--- src/rtl/imem_loader.sv ---
// ---------------------------------------------------------------------------
// imem_loader
//
// Streams a program image from a byte-wide valid/ready source into the
// instruction memory write port. The core is held in reset until the whole
// image has been written and, when enabled, checked.
//
// Stream format (little-endian throughout):
//    4 bytes  : word count N
//    4*N bytes: instruction words, first byte -> bits 7:0
//    1 byte   : XOR checksum of all payload bytes (only with the macro below)
//
// Optional feature macro: IMEM_LOADER_CHECKSUM_EN
//    defined   -> trailing checksum byte is checked before the core is released
//    undefined -> no checksum state or register; done follows the last word
//
// Parameters:
//    DEPTH_WORDS : imem capacity in 32-bit words; larger lengths are rejected
//    BASE_ADDR   : byte address of the first word (4-byte aligned)
//
// Ports:
//    clk         in   system clock
//    rst_n       in   asynchronous active-low reset
//    in_valid    in   source presents a byte on in_data
//    in_data     in   stream byte
//    in_ready    out  loader accepts the byte this cycle
//    mem_we      out  imem write strobe, one cycle per word
//    mem_addr    out  imem byte address of the word being written
//    mem_wdata   out  assembled instruction word
//    core_rst_n  out  active-low reset to the core
//    done        out  load finished successfully (sticky)
//    error       out  load rejected (sticky)
// ---------------------------------------------------------------------------
module imem_loader #(
   parameter int          DEPTH_WORDS = 1024,
   parameter logic [31:0] BASE_ADDR   = 32'h0000_0000
) (
   input  logic        clk,
   input  logic        rst_n,
   input  logic        in_valid,
   input  logic [7:0]  in_data,
   output logic        in_ready,
   output logic        mem_we,
   output logic [31:0] mem_addr,
   output logic [31:0] mem_wdata,
   output logic        core_rst_n,
   output logic        done,
   output logic        error
);

   typedef enum logic [2:0] {
      S_LEN  = 3'd0,
      S_DATA = 3'd1,
`ifdef IMEM_LOADER_CHECKSUM_EN
      S_CSUM = 3'd2,
`endif
      S_DONE = 3'd3,
      S_ERR  = 3'd4
   } state_t;

   localparam logic [31:0] DEPTH_L = 32'(DEPTH_WORDS);

   // State that follows the payload (or an empty length field).
`ifdef IMEM_LOADER_CHECKSUM_EN
   localparam state_t AFTER_PAYLOAD = S_CSUM;
`else
   localparam state_t AFTER_PAYLOAD = S_DONE;
`endif

   state_t      state_q, state_d;
   logic [1:0]  byte_cnt_q, byte_cnt_d;
   logic [23:0] shift_q, shift_d;
   logic [31:0] len_q, len_d;
   logic [31:0] word_idx_q, word_idx_d;
   logic        mem_we_q, mem_we_d;
   logic [31:0] mem_addr_q, mem_addr_d;
   logic [31:0] mem_wdata_q, mem_wdata_d;
   logic        done_q, done_d;
   logic        error_q, error_d;
   logic        core_rst_n_q, core_rst_n_d;
`ifdef IMEM_LOADER_CHECKSUM_EN
   logic [7:0]  csum_q, csum_d;
`endif

   logic        in_ready_s;
   logic        accept_s;
   logic        last_byte_s;
   logic        last_word_s;
   logic [31:0] full_word_s;

   // Shift register holds the first three bytes; the fourth arrives on in_data,
   // so the complete little-endian word is available at the accepting edge.
   assign full_word_s = {in_data, shift_q};
   assign accept_s    = in_valid & in_ready_s;
   assign last_byte_s = (byte_cnt_q == 2'd3);
   assign last_word_s = ((word_idx_q + 32'd1) == len_q);

   // State register and all datapath flops.
   always_ff @(posedge clk or negedge rst_n) begin
      if (!rst_n) begin
         state_q      <= S_LEN;
         byte_cnt_q   <= 2'd0;
         shift_q      <= 24'd0;
         len_q        <= 32'd0;
         word_idx_q   <= 32'd0;
         mem_we_q     <= 1'b0;
         mem_addr_q   <= BASE_ADDR;
         mem_wdata_q  <= 32'd0;
         done_q       <= 1'b0;
         error_q      <= 1'b0;
         core_rst_n_q <= 1'b0;
`ifdef IMEM_LOADER_CHECKSUM_EN
         csum_q       <= 8'd0;
`endif
      end else begin
         state_q      <= state_d;
         byte_cnt_q   <= byte_cnt_d;
         shift_q      <= shift_d;
         len_q        <= len_d;
         word_idx_q   <= word_idx_d;
         mem_we_q     <= mem_we_d;
         mem_addr_q   <= mem_addr_d;
         mem_wdata_q  <= mem_wdata_d;
         done_q       <= done_d;
         error_q      <= error_d;
         core_rst_n_q <= core_rst_n_d;
`ifdef IMEM_LOADER_CHECKSUM_EN
         csum_q       <= csum_d;
`endif
      end
   end

   // Next-state logic.
   always_comb begin
      state_d = state_q;
      case (state_q)
         S_LEN: begin
            if (accept_s && last_byte_s) begin
               if (full_word_s > DEPTH_L) begin
                  state_d = S_ERR;
               end else if (full_word_s == 32'd0) begin
                  state_d = AFTER_PAYLOAD;
               end else begin
                  state_d = S_DATA;
               end
            end else begin
               state_d = state_q;
            end
         end
         S_DATA: begin
            if (accept_s && last_byte_s && last_word_s) begin
               state_d = AFTER_PAYLOAD;
            end else begin
               state_d = state_q;
            end
         end
`ifdef IMEM_LOADER_CHECKSUM_EN
         S_CSUM: begin
            if (accept_s) begin
               state_d = (in_data == csum_q) ? S_DONE : S_ERR;
            end else begin
               state_d = state_q;
            end
         end
`endif
         S_DONE:  state_d = S_DONE;
         S_ERR:   state_d = S_ERR;
         // An unreachable encoding is treated as a failed load.
         default: state_d = S_ERR;
      endcase
   end

   // Byte assembly, length capture, word index and checksum accumulation.
   always_comb begin
      byte_cnt_d = byte_cnt_q;
      shift_d    = shift_q;
      len_d      = len_q;
      word_idx_d = word_idx_q;
`ifdef IMEM_LOADER_CHECKSUM_EN
      csum_d     = csum_q;
`endif
      if (accept_s && ((state_q == S_LEN) || (state_q == S_DATA))) begin
         // 2-bit counter wraps 3 -> 0, so it is ready for the next word.
         byte_cnt_d = byte_cnt_q + 2'd1;
         shift_d    = full_word_s[31:8];
         if (last_byte_s && (state_q == S_LEN)) begin
            len_d = full_word_s;
         end else begin
            len_d = len_q;
         end
         if (last_byte_s && (state_q == S_DATA)) begin
            word_idx_d = word_idx_q + 32'd1;
         end else begin
            word_idx_d = word_idx_q;
         end
`ifdef IMEM_LOADER_CHECKSUM_EN
         if (state_q == S_DATA) begin
            csum_d = csum_q ^ in_data;
         end else begin
            csum_d = csum_q;
         end
`endif
      end else begin
         byte_cnt_d = byte_cnt_q;
      end
   end

   // Output logic: in_ready is combinational, everything else is registered.
   always_comb begin
      in_ready_s   = 1'b0;
      mem_we_d     = 1'b0;
      mem_addr_d   = mem_addr_q;
      mem_wdata_d  = mem_wdata_q;
      case (state_q)
         S_LEN:   in_ready_s = rst_n;
         S_DATA:  in_ready_s = rst_n;
`ifdef IMEM_LOADER_CHECKSUM_EN
         S_CSUM:  in_ready_s = rst_n;
`endif
         default: in_ready_s = 1'b0;
      endcase
      if (in_valid && in_ready_s && (state_q == S_DATA) && last_byte_s) begin
         mem_we_d    = 1'b1;
         mem_addr_d  = BASE_ADDR + (word_idx_q << 2);
         mem_wdata_d = full_word_s;
      end else begin
         mem_we_d    = 1'b0;
      end
      // done/core release lag S_DONE entry by one cycle, so they rise only
      // after the final write strobe has been presented to imem.
      done_d       = done_q | (state_q == S_DONE);
      core_rst_n_d = core_rst_n_q | (state_q == S_DONE);
      error_d      = error_q | (state_d == S_ERR);
   end

   assign in_ready   = in_ready_s;
   assign mem_we     = mem_we_q;
   assign mem_addr   = mem_addr_q;
   assign mem_wdata  = mem_wdata_q;
   assign core_rst_n = core_rst_n_q;
   assign done       = done_q;
   assign error      = error_q;

endmodule

--- config.mk ---
export PLATFORM = sky130hd
export DESIGN_NAME = imem_loader
export DESIGN_NICKNAME = d
export VERILOG_FILES = /design/src/rtl/imem_loader.sv
export SDC_FILE = /design/constraint.sdc
export NUM_CORES = 1
export LEC_CHECK = 0
export ABC_AREA = 1
export CAP_MARGIN = 40
export CORE_MARGIN = 2
export CORE_UTILIZATION = 45
export DETAILED_ROUTE_END_ITERATION = 8
export GPL_TIMING_DRIVEN = 0
export PLACE_DENSITY = 0.68
export SYNTH_ARGS = -nofsm -noshare
export SYNTH_HDL_FRONTEND = slang
export SYNTH_SLANG_ARGS = --single-unit
--- constraint.sdc ---
create_clock -name clk -period 1.6 [get_ports clk]
set_input_delay 0.32 -clock clk [delete_from_list [all_inputs] [get_ports clk]]
set_output_delay 0.32 -clock clk [all_outputs]
set_load 0.03 [all_outputs]
### Supply network, run 1

Drawn at 4 px/um. Pins as bars on the die edge. Tap cells in grey.
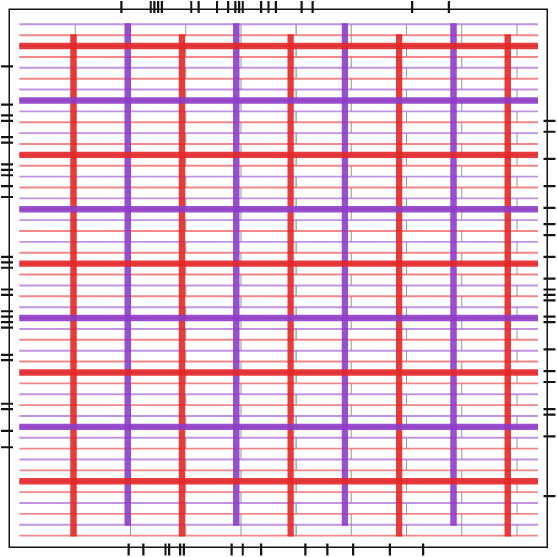
| colour | net |
|---|---|
| red | VSS |
| purple | VDD |
signal pins: 80
met5 straps: 9
met4 straps: 9

### Clock wires, drivers and flops, run 1

Drawn at 3 px/um.
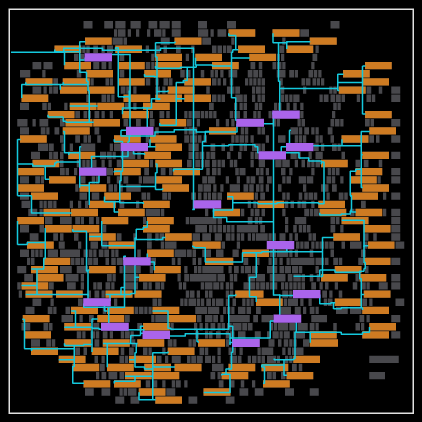
[purple] cells driving clock nets | count: 17
[orange] flip-flops | count: 159
[cyan] clock wires | length: 2080 um
routed clock nets: 18

==> flow_metrics.rpt, run 1 <==
FLOW METRICS REPORT
----------------------------------------------------
[Status]
  Run status ........................ finished with violations
  Violations in the final reports ........................ hold timing, setup timing

[Synthesis]
  Dominant non-sequential cell family after synthesis ........................ simple AND/OR/NAND/NOR gates
  Compound Share, Synth ........................ 0.103
  Average footprint of a synthesized cell ........................ 7.75 sq um
  Biggest area contributors in the synthesized netlist ........................ sky130_fd_sc_hd__dfrtp_1 (52%), sky130_fd_sc_hd__nand2_1 (17%), sky130_fd_sc_hd__o21ai_0 (10%)
  Top flip-flop cell by instance count after synthesis ........................ sky130_fd_sc_hd__dfrtp_1
  Adder-cell share of the synthesized area ........................ 0.00328
  Warning count from the yosys run ........................ 0
  Distinct cells, synth ........................ 33
  Dominant cell type by area after synthesis ........................ sky130_fd_sc_hd__dfrtp_1
  Async set or reset register ratio after synthesis ........................ 1.00
  Seq share, synth ........................ 0.522

[Clocking]
  Cts bufs inserted ........................ 17
  Clock insertion delay at the later pin of the skew report ........................ 0.43 ns
  Largest buffer count on any clock path ........................ 2
  Clock tree from TritonCTS ........................ built
  Worst-path clk slew ........................ 0.06 ns
  Library cell used as clock root buffer ........................ sky130_fd_sc_hd__clkbuf_16

[STA]
  Number of hold violations in the final report ........................ 56
  Hold slack final ........................ -0.193 ns
  Total negative setup slack ........................ -27.53 ns
  Final count of negative-setup-slack endpoints ........................ 132
  Min Clock Period, post-route ........................ 2.02 ns
  Crit path setup slack, layout ........................ -0.422 ns
  Maximum clock frequency ........................ 0.495 GHz
  Clock skew after layout ........................ 0.0103 ns
  Slew HR ........................ 0.642

[Floorplan]
  Width of the die ........................ 134 um
  Row cnt ........................ 47
  Core ar. ........................ 16600 sq um
  Core utilization at floorplan ........................ 0.460
  Number of top-level pins ........................ 80

[Cells and area]
  Number of multi-input combinational cells in the layout ........................ 681
  Footprint of the multi-input gates ........................ 3210 sq um
  Combinational fraction of the cell area ........................ 0.335
  Fraction of layout cells with a size suffix above 1 ........................ 0.112
  Antenna cells ........................ 0
  Non-Filler Instances ........................ 1327
  Number of clock buffer instances in the layout ........................ 21
  Seq cells ........................ 159
  Register fraction of the total cell area ........................ 0.417
  Non-Filler Cell Area, Final ........................ 9560 sq um
  Largest cell class by area ........................ sequential cells
  Proportion of cell area spent on the clock network ........................ 0.0577

[Global route]
  Largest net degree at the start of global routing ........................ 104
  Total gr overflow ........................ 0
  Wire length of the first global-routing pass ........................ 34400 um
  Vias in the first global route ........................ 6542

[Setup path]
  Launching element type of the critical path ........................ register
  Critical path fanouts, max ........................ 6
  Cell with the largest stage delay on the worst path ........................ sky130_fd_sc_hd__dfrtp_2
  Setup slack, reg-to-reg ........................ -0.42 ns
  FF-to-FF End ........................ state_q[1]

[Routing]
  DRC violations left ........................ 0
  Iteration count of the initial detailed-routing pass ........................ 5
  Total via count in the routed design ........................ 6838

[Pwr]
  PD cells ........................ 849 nW/um^2
  Static Leakage ........................ 4.84 nW
  Peak ir drop on the vdd network ........................ 0.753 mV
  Total design power ........................ 8.12 mW

[Place]
  Instance count after placement with tap cells included ........................ 1282
  HPWL after DPL ........................ 15400 um
  Cell area after placement ........................ 8850 sq um

[Flow run]
  Number of max-cap violations ........................ 0

[Hold path]
  Type of the tightest min-delay check ........................ in -> async

----------------------------------------------------
### Routing congestion map, run 1

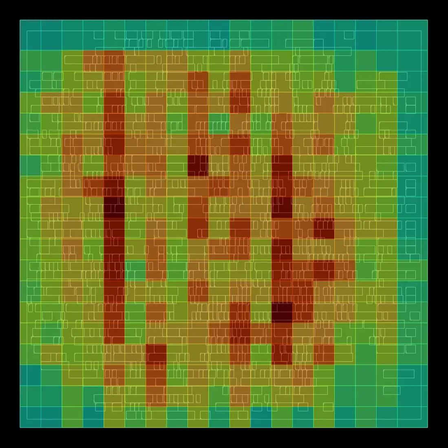
global routing met1 resource utilization: 0.348
average wire per cell in the routed design: 15.9 um
final core occ: 0.577
met2 demand-to-capacity share in global routing: 0.387
GRT busiest layer: met2

### Routed metal, one colour a layer, run 1

Drawn at 4 px/um.
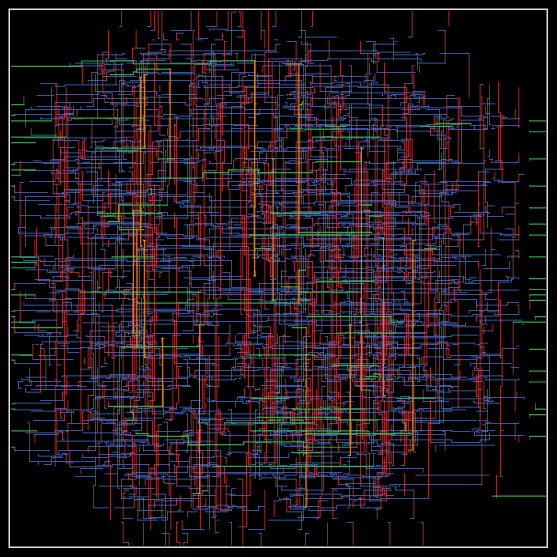
| colour | layer | wire length |
|---|---|---|
| green | met3 | 1070 um |
| blue | met1 | 9810 um |
| orange | met4 | 609 um |
| red | met2 | 9630 um |

run 1: synth_stat cells (5+ instances only):
| library cell | instances |
|---|---|
| sky130_fd_sc_hd__nand4_1 | 7 |
| sky130_fd_sc_hd__nand3_1 | 67 |
| sky130_fd_sc_hd__buf_2 | 11 |
| sky130_fd_sc_hd__nor2_4 | 5 |
| sky130_fd_sc_hd__nand3b_1 | 8 |
| sky130_fd_sc_hd__nor2_1 | 62 |
| sky130_fd_sc_hd__clkbuf_1 | 18 |
| sky130_fd_sc_hd__dfrtp_1 | 159 |
| sky130_fd_sc_hd__nand2_2 | 7 |
| sky130_fd_sc_hd__nand2_1 | 342 |
| sky130_fd_sc_hd__o21ai_0 | 153 |
| sky130_fd_sc_hd__inv_1 | 109 |
run 1: worst max path at each step:
stage | to | slack, ns | cells past startpoint
2_1_floorplan | mem_wdata[18] | -0.23 | 8
3_3_place_gp | state_q[1] | -6.56 | 12
3_5_place_dp | state_q[1] | -0.64 | 15
4_1_cts | state_q[1] | -0.44 | 15
5_1_grt | state_q[1] | -0.58 | 14
6_report | state_q[1] | -0.42 | 15
run 1: placed cells by master (no fill, tap or decap), types with 6 or more instances in the layout:
master                            instances
sky130_fd_sc_hd__nor2_4                   8
sky130_fd_sc_hd__nand2_2                  9
sky130_fd_sc_hd__nor2_1                  49
sky130_fd_sc_hd__inv_1                  107
sky130_fd_sc_hd__buf_4                   15
sky130_fd_sc_hd__buf_6                   12
sky130_fd_sc_hd__clkbuf_16               18
sky130_fd_sc_hd__clkbuf_8                 6
sky130_fd_sc_hd__nand3_1                 63
sky130_fd_sc_hd__clkbuf_1                11
sky130_fd_sc_hd__o21ai_0                112
sky130_fd_sc_hd__o21ai_1                 42
sky130_fd_sc_hd__nand2_1                336
sky130_fd_sc_hd__nand4_1                  7
sky130_fd_sc_hd__dlygate4sd2_1           66
sky130_fd_sc_hd__clkdlybuf4s50_1          9
sky130_fd_sc_hd__nor2_2                  13
sky130_fd_sc_hd__dfrtp_1                154
sky130_fd_sc_hd__nand3b_1                 8
run 1: power by group:
part           leakage (nW)  switching (mW)  internal [mW]
logic                  2.46           0.156         0.0580
registers              2.12          0.0231           4.05
clock network         0.266            1.72           2.12
run 1: layer usage:
| layer | global-route usage | vias up | wire, um |
|---|---|---|---|
| met5 | 0 | - | 0 |
| met4 | 0.0977 | 0 | 609 |
| met3 | 0.0442 | 41 | 1070 |
| met2 | 0.387 | 199 | 9630 |
| met1 | 0.348 | 3251 | 9810 |
| li1 | - | 3347 | - |
run 1: cells by family (layout without fill, tap and decap cells):
logic type,Yosys count,count (layout)
compound gates,157,157
xor+xnor,5,5
fa+ha+maj,2,2
buf+inv,144,267
flops,159,159
mux,1,1
other cells,1,2
simple gates,514,514
run 1: sequential cells by signal, summed over array words and instances, names as in the netlist, 2 cells and up:
signal / count
word_idx_q: 32
mem_wdata: 32
state_q: 3
mem_addr: 30
shift_q: 24
len_q: 32
byte_cnt_q: 2
run 1: repair_timing:
action | CTS | global route
endpoints found under the setup margin | 194 | 132
pin swaps | 15 | 9
endpoints found under the hold margin | 56 | 56
gates resized | 105 | 13
buffers inserted | 11 | 3
==> inputs of run 2 (changes only) <==
MAX_ROUTING_LAYER = met4   (was default)
PLACE_DENSITY = default   (was 0.68)
PLACE_DENSITY_LB_ADDON = 0.25   (was default)
### Routing congestion map, run 2

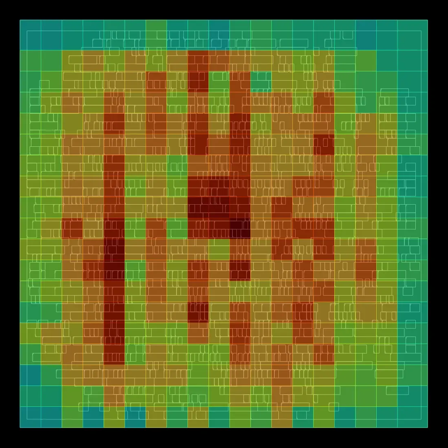
fraction of met3 tracks used by global routing: 0.0412
global routing met1 resource utilization: 0.375
final core occ: 0.627

### Clock wires, drivers and flops, run 2

Drawn at 3 px/um.
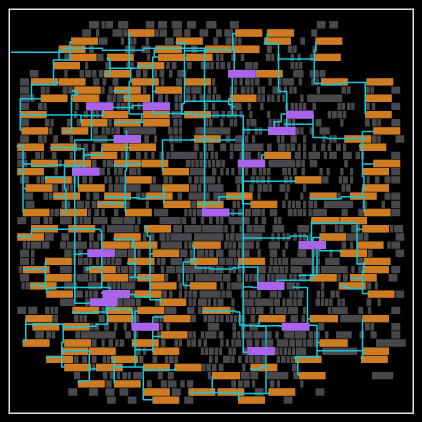
[cyan] clock wires | length: 2000 um
[orange] flip-flops | count: 159
[purple] cells driving clock nets | count: 17
routed clock nets: 18
flops lie: widely spread

==> flow_metrics.rpt, run 2 <==
FLOW METRICS REPORT
----------------------------------------------------
[Pwr]
  Peak ir drop on the vdd network ........................ 0.724 mV
  Part of the power in registers ........................ 0.497
  Static Leakage ........................ 5.23 nW
  Total design power ........................ 8.20 mW
  Fraction of power consumed by combinational cells ........................ 0.027
  Switching part of the total power ........................ 0.231
  Internal power of the cells ........................ 6.31 mW
  Proportion of power drawn by the clock network ........................ 0.476

[Cells and area]
  Fraction of layout cells with a size suffix above 1 ........................ 0.188
  Most common cell after layout, fill and taps aside ........................ sky130_fd_sc_hd__nand2_1
  Antenna cells ........................ 0
  Non-Filler Cell Area, Final ........................ 10400 sq um
  Non-Filler Instances ........................ 1359

[STA]
  Number of hold violations in the final report ........................ 72
  Crit path setup slack, layout ........................ -0.533 ns
  Min Clock Period, post-route ........................ 2.13 ns
  Final count of negative-setup-slack endpoints ........................ 127
  Maximum clock frequency ........................ 0.469 GHz
  Hold slack final ........................ -0.224 ns

[Floorplan]
  Row cnt ........................ 47
  Width of the die ........................ 134 um
  Core utilization at floorplan ........................ 0.460

[Synthesis]
  Average footprint of a synthesized cell ........................ 7.75 sq um
  Warning count from the yosys run ........................ 0
  Distinct cells, synth ........................ 33
  Top-count cell post-synth ........................ sky130_fd_sc_hd__nand2_1
  Async set or reset register ratio after synthesis ........................ 1.00
  Top flip-flop cell by instance count after synthesis ........................ sky130_fd_sc_hd__dfrtp_1
  Seq share, synth ........................ 0.522
  Most frequent cells after synthesis ........................ sky130_fd_sc_hd__nand2_1 (342), sky130_fd_sc_hd__dfrtp_1 (159), sky130_fd_sc_hd__o21ai_0 (153)
  Biggest area contributors in the synthesized netlist ........................ sky130_fd_sc_hd__dfrtp_1 (52%), sky130_fd_sc_hd__nand2_1 (17%), sky130_fd_sc_hd__o21ai_0 (10%)

[Clocking]
  Library cell used as clock root buffer ........................ sky130_fd_sc_hd__clkbuf_16
  Cts bufs inserted ........................ 17
  Worst-path clk slew ........................ 0.07 ns
  Clock insertion delay at the later pin of the skew report ........................ 0.43 ns
  Clock tree from TritonCTS ........................ built

[Global route]
  Wire length of the first global-routing pass ........................ 36700 um
  Largest net degree at the start of global routing ........................ 88
  Total gr overflow ........................ 0
  Vias in the first global route ........................ 6737

[Setup path]
  Critical path fanouts, max ........................ 6
  FF-to-FF End ........................ state_q[1]
  Logic depth of the worst path, buffers included ........................ 15
  Cell with the largest stage delay on the worst path ........................ sky130_fd_sc_hd__dfrtp_2
  Data arrival time of the critical path ........................ 2.50 ns
  Launching element type of the critical path ........................ register
  Worst reg2reg path depth ........................ 15
  Setup slack, reg-to-reg ........................ -0.53 ns

[Status]
  Run status ........................ finished with violations
  Violations in the final reports ........................ hold timing, setup timing

[Place]
  Instance count after placement with tap cells included ........................ 1282
  Cell area after placement ........................ 8850 sq um

[Flow run]
  Number of max-cap violations ........................ 0

[Routing]
  DRC violations left ........................ 0
  Average wire per cell in the routed design ........................ 17.2 um
  Iteration count of the initial detailed-routing pass ........................ 5

[Hold path]
  Type of the tightest min-delay check ........................ in -> async

----------------------------------------------------
### Supply network, run 2

Drawn at 4 px/um. Pins as bars on the die edge. Tap cells in grey.
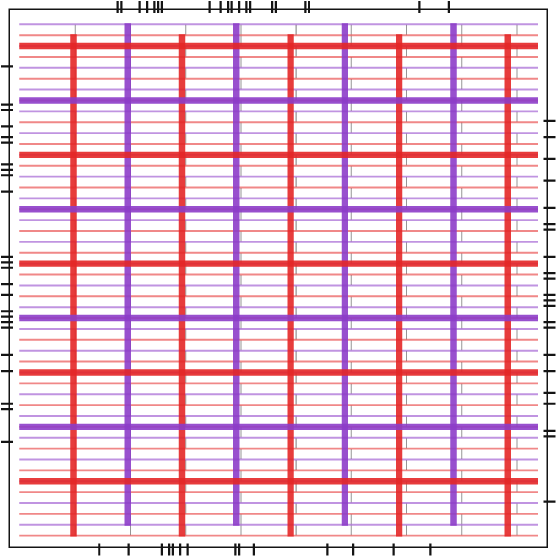
| colour | net |
|---|---|
| red | VSS |
| purple | VDD |
signal pins: 80
rows: 47
met4 straps: 9

==> run 2: worst max path at each step <==
stage | start | end | slack (ns)
after global placement | rst_n | mem_addr[3] | -6.69
after CTS | word_idx_q[8] | state_q[1] | -0.47
after floorplan | state_q[1] | mem_wdata[18] | -0.23
after global routing | word_idx_q[1] | state_q[1] | -0.60
final | word_idx_q[1] | state_q[1] | -0.53
after detailed placement | rst_n | word_idx_q[16] | -0.80
==> run 2: cells by family after synthesis <==
kind of cell,after synthesis,share of synthesized area
fa+ha+maj,2,0.00328
simple gates,514,0.288
mux,1,0.00148
other cells,1,0.000492
xor+xnor,5,0.00755
compound gates,157,0.103
flops,159,0.522
buf+inv,144,0.0737
==> run 2: layout make-up <==
class / instances / area, sq um / area share
Buffer: 33 / 420 / 0.0404
Clock buffer: 21 / 450 / 0.0433
Clock inverter: 11 / 109 / 0.0105
Inverter: 111 / 432 / 0.0415
Multi-Input combinational cell: 683 / 3400 / 0.327
Sequential cell: 159 / 3990 / 0.384
Tap cell: 220 / 275 / 0.0265
Timing Repair Buffer: 121 / 1330 / 0.127
==> run 2: what timing repair did <==
action	CTS	global route
buffers inserted	21	9
endpoints found under the hold margin	72	72
gates cloned	14	1
pin swaps	15	13
setup endpoints to repair	194	136
resized	226	44
==> run 2: layer usage <==
layer,part of all wire,track usage,up-vias
met1,0.44,0.375,3385
li1,-,-,3417
met2,0.46,0.417,272
met5,0,-,-
met3,0.060,0.0412,50
met4,0.033,0.113,0
==> run 2: worst reg2reg max path, stage by stage (launching register included) <==
cell and delay (ns):
sky130_fd_sc_hd__dfrtp_2 0.41, sky130_fd_sc_hd__buf_4 0.13, sky130_fd_sc_hd__nand2_2 0.08, sky130_fd_sc_hd__nor2_8 0.20, sky130_fd_sc_hd__nand2_4 0.14, sky130_fd_sc_hd__inv_1 0.09
sky130_fd_sc_hd__nand2_1 0.09, sky130_fd_sc_hd__nand2_1 0.09, sky130_fd_sc_hd__nand3_1 0.12, sky130_fd_sc_hd__nand2_1 0.10, sky130_fd_sc_hd__nand2_1 0.07, sky130_fd_sc_hd__nor2_2 0.14
sky130_fd_sc_hd__nand2_1 0.08, sky130_fd_sc_hd__nor2_1 0.15, sky130_fd_sc_hd__nand3_2 0.11, sky130_fd_sc_hd__nand2_1 0.08
==> run 2: power groups by stage <==
| stage | registers, mW | logic, mW | clock network, mW |
|---|---|---|---|
| floorplan | 4.14 | 0.0698 | 0 |
| global placement | 4.15 | 0.210 | 0 |
| detailed placement | 4.15 | 0.221 | 0 |
| CTS | 4.07 | 0.227 | 3.96 |
| global route | 4.07 | 0.253 | 4.11 |
| finish | 4.07 | 0.222 | 3.91 |
==> inputs of run 3 (changes only) <==
MAX_ROUTING_LAYER = default   (was met4)
SKIP_LAST_GASP = 1   (was default)
### Routing congestion map, run 3

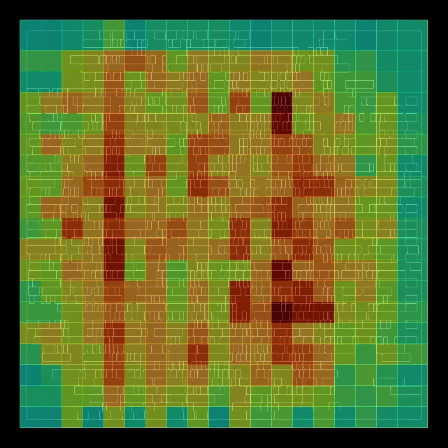
fraction of met3 tracks used by global routing: 0.0351
final core occ: 0.600
average wire per cell in the routed design: 16.4 um
total routing usage reported by global routing: 0.256
global routing met1 resource utilization: 0.370

### Cells coloured by class, run 3

Drawn at 4 px/um. Fill, decap, tap and diode cells in grey.
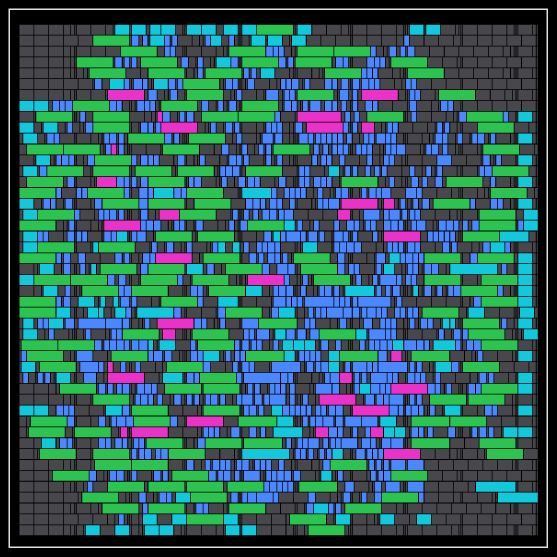
| colour | class | cells | share of their area |
|---|---|---|---|
| green | flops | 159 | 41% |
| blue | all other logic | 792 | 38% |
| magenta | clock drivers and dummy loads | 32 | 5.9% |
| cyan | other buffers and delay cells | 139 | 15% |

==> flow_metrics.rpt, run 3 <==
FLOW METRICS REPORT
----------------------------------------------------
[Setup path]
  Data arrival time of the critical path ........................ 2.42 ns
  Launching element type of the critical path ........................ register
  Logic depth of the worst path, buffers included ........................ 15
  FF-to-FF End ........................ state_q[1]
  Critical path fanouts, max ........................ 7
  Cell with the largest stage delay on the worst path ........................ sky130_fd_sc_hd__dfrtp_2
  Worst reg2reg path depth ........................ 15
  Setup slack, reg-to-reg ........................ -0.44 ns

[Clocking]
  Cts bufs inserted ........................ 17
  Worst-path clk slew ........................ 0.07 ns
  Largest buffer count on any clock path ........................ 2
  Clock insertion delay at the later pin of the skew report ........................ 0.43 ns
  Clock tree from TritonCTS ........................ built
  Library cell used as clock root buffer ........................ sky130_fd_sc_hd__clkbuf_16

[Pwr]
  Proportion of power drawn by the clock network ........................ 0.477
  Switching part of the total power ........................ 0.229
  Sw Pwr ........................ 1.90 mW
  Total design power ........................ 8.30 mW
  PD cells ........................ 835 nW/um^2
  Peak ir drop on the vdd network ........................ 0.732 mV

[Routing]
  Iteration count of the initial detailed-routing pass ........................ 5
  DRC violations left ........................ 0

[Synthesis]
  Average footprint of a synthesized cell ........................ 7.75 sq um
  Distinct cells, synth ........................ 33
  Top flip-flop cell by instance count after synthesis ........................ sky130_fd_sc_hd__dfrtp_1
  Top-count cell post-synth ........................ sky130_fd_sc_hd__nand2_1
  Warning count from the yosys run ........................ 0
  Seq share, synth ........................ 0.522

[Hold path]
  Type of the tightest min-delay check ........................ in -> async

[STA]
  Hold slack final ........................ -0.140 ns
  Final count of negative-setup-slack endpoints ........................ 198
  Crit path setup slack, layout ........................ -0.443 ns
  Number of hold violations in the final report ........................ 42
  Min Clock Period, post-route ........................ 2.04 ns
  Clock skew after layout ........................ 0.00793 ns

[Status]
  Run status ........................ finished with violations
  Violations in the final reports ........................ hold timing, setup timing

[Flow run]
  Number of max-cap violations ........................ 0

[Global route]
  Wire length of the first global-routing pass ........................ 35500 um
  Largest net degree at the start of global routing ........................ 44
  Vias in the first global route ........................ 6485

[Floorplan]
  Width of the die ........................ 134 um
  Core ar. ........................ 16600 sq um
  Number of top-level pins ........................ 80

[Cells and area]
  Fraction of layout cells with a size suffix above 1 ........................ 0.135
  Antenna cells ........................ 0

[Place]
  HPWL after DPL ........................ 15500 um

----------------------------------------------------
### Routed metal, one colour a layer, run 3

Drawn at 4 px/um.
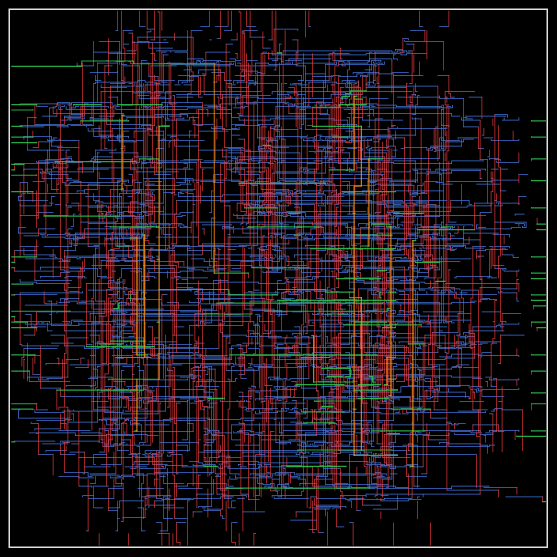
| colour | layer | wire length |
|---|---|---|
| green | met3 | 1100 um |
| red | met2 | 10200 um |
| blue | met1 | 10200 um |
| orange | met4 | 486 um |

[run 3: logic make-up after synthesis]
family,after synthesis,synth area share
XOR/XNOR,5,0.00755
AND-OR/OR-AND,157,0.103
AND/OR/NAND/NOR,514,0.288
multiplexers,1,0.00148
flip-flops,159,0.522
other,1,0.000492
buffers and inverters,144,0.0737
adder cells (fa/ha/maj),2,0.00328
[run 3: routing by layer]
metal,track usage,part of all wire,vias to the layer above
li1,-,-,3373
met1,0.370,0.46,3336
met2,0.401,0.46,225
met3,0.0351,0.050,38
met4,0.0842,0.022,0
met5,0,0,-
[run 3: what timing repair did]
item,4_1_cts,5_1_grt
endpoints found under the hold margin,74,42
cloned,2,0
buffers inserted,12,11
pin swaps,15,13
setup endpoints to repair,224,198
resized,41,35
[run 3: power by group through the flow]
| stage | combinational (mW) | clock [mW] | sequential [mW] |
|---|---|---|---|
| 2_1_floorplan | 0.0698 | 0 | 4.14 |
| 3_3_place_gp | 0.210 | 0 | 4.15 |
| 3_5_place_dp | 0.221 | 0 | 4.15 |
| 4_1_cts | 0.271 | 4.01 | 4.07 |
| 5_1_grt | 0.298 | 4.19 | 4.07 |
| 6_report | 0.264 | 3.96 | 4.07 |
[run 3: through the flow]
step	setup slack [ns]	std cells	instance area (sq um)
finish	-0.443	1342	9940
floorplan	-0.228	984	7770
global placement	-6.68	1281	8820
CTS	-0.448	1333	9810
detailed placement	-1.23	1282	8850
global route	-0.553	1342	9940
[run 3: worst reg2reg max path: cells and delay by family (launching register included)]
family	cells	cell delay (ns)
fa+ha+maj	1	0.16
buf+inv	2	0.30
simple gates	12	1.13
flops	1	0.40
[run 3: area by class of cell]
| class | instances | area, sq um | area share |
|---|---|---|---|
| flip-flops and latches | 159 | 3990 | 0.401 |
| well taps | 220 | 275 | 0.0277 |
| plain buffers | 33 | 289 | 0.0291 |
| clock buffers | 22 | 464 | 0.0467 |
| repair buffers | 106 | 1140 | 0.114 |
| multi-input cells | 681 | 3260 | 0.328 |
| clock inverters | 10 | 103 | 0.0103 |
| inverters | 111 | 422 | 0.0424 |
[run 3: how the worst max path moves through the flow]
stage / endpoint / start
4_1_cts: state_q[1] / word_idx_q[0]
5_1_grt: state_q[1] / word_idx_q[0]
6_report: state_q[1] / word_idx_q[0]
2_1_floorplan: mem_wdata[18] / state_q[1]
3_5_place_dp: word_idx_q[7] / rst_n
3_3_place_gp: mem_addr[3] / rst_n
Power is estimated from default activity; no workload was simulated.
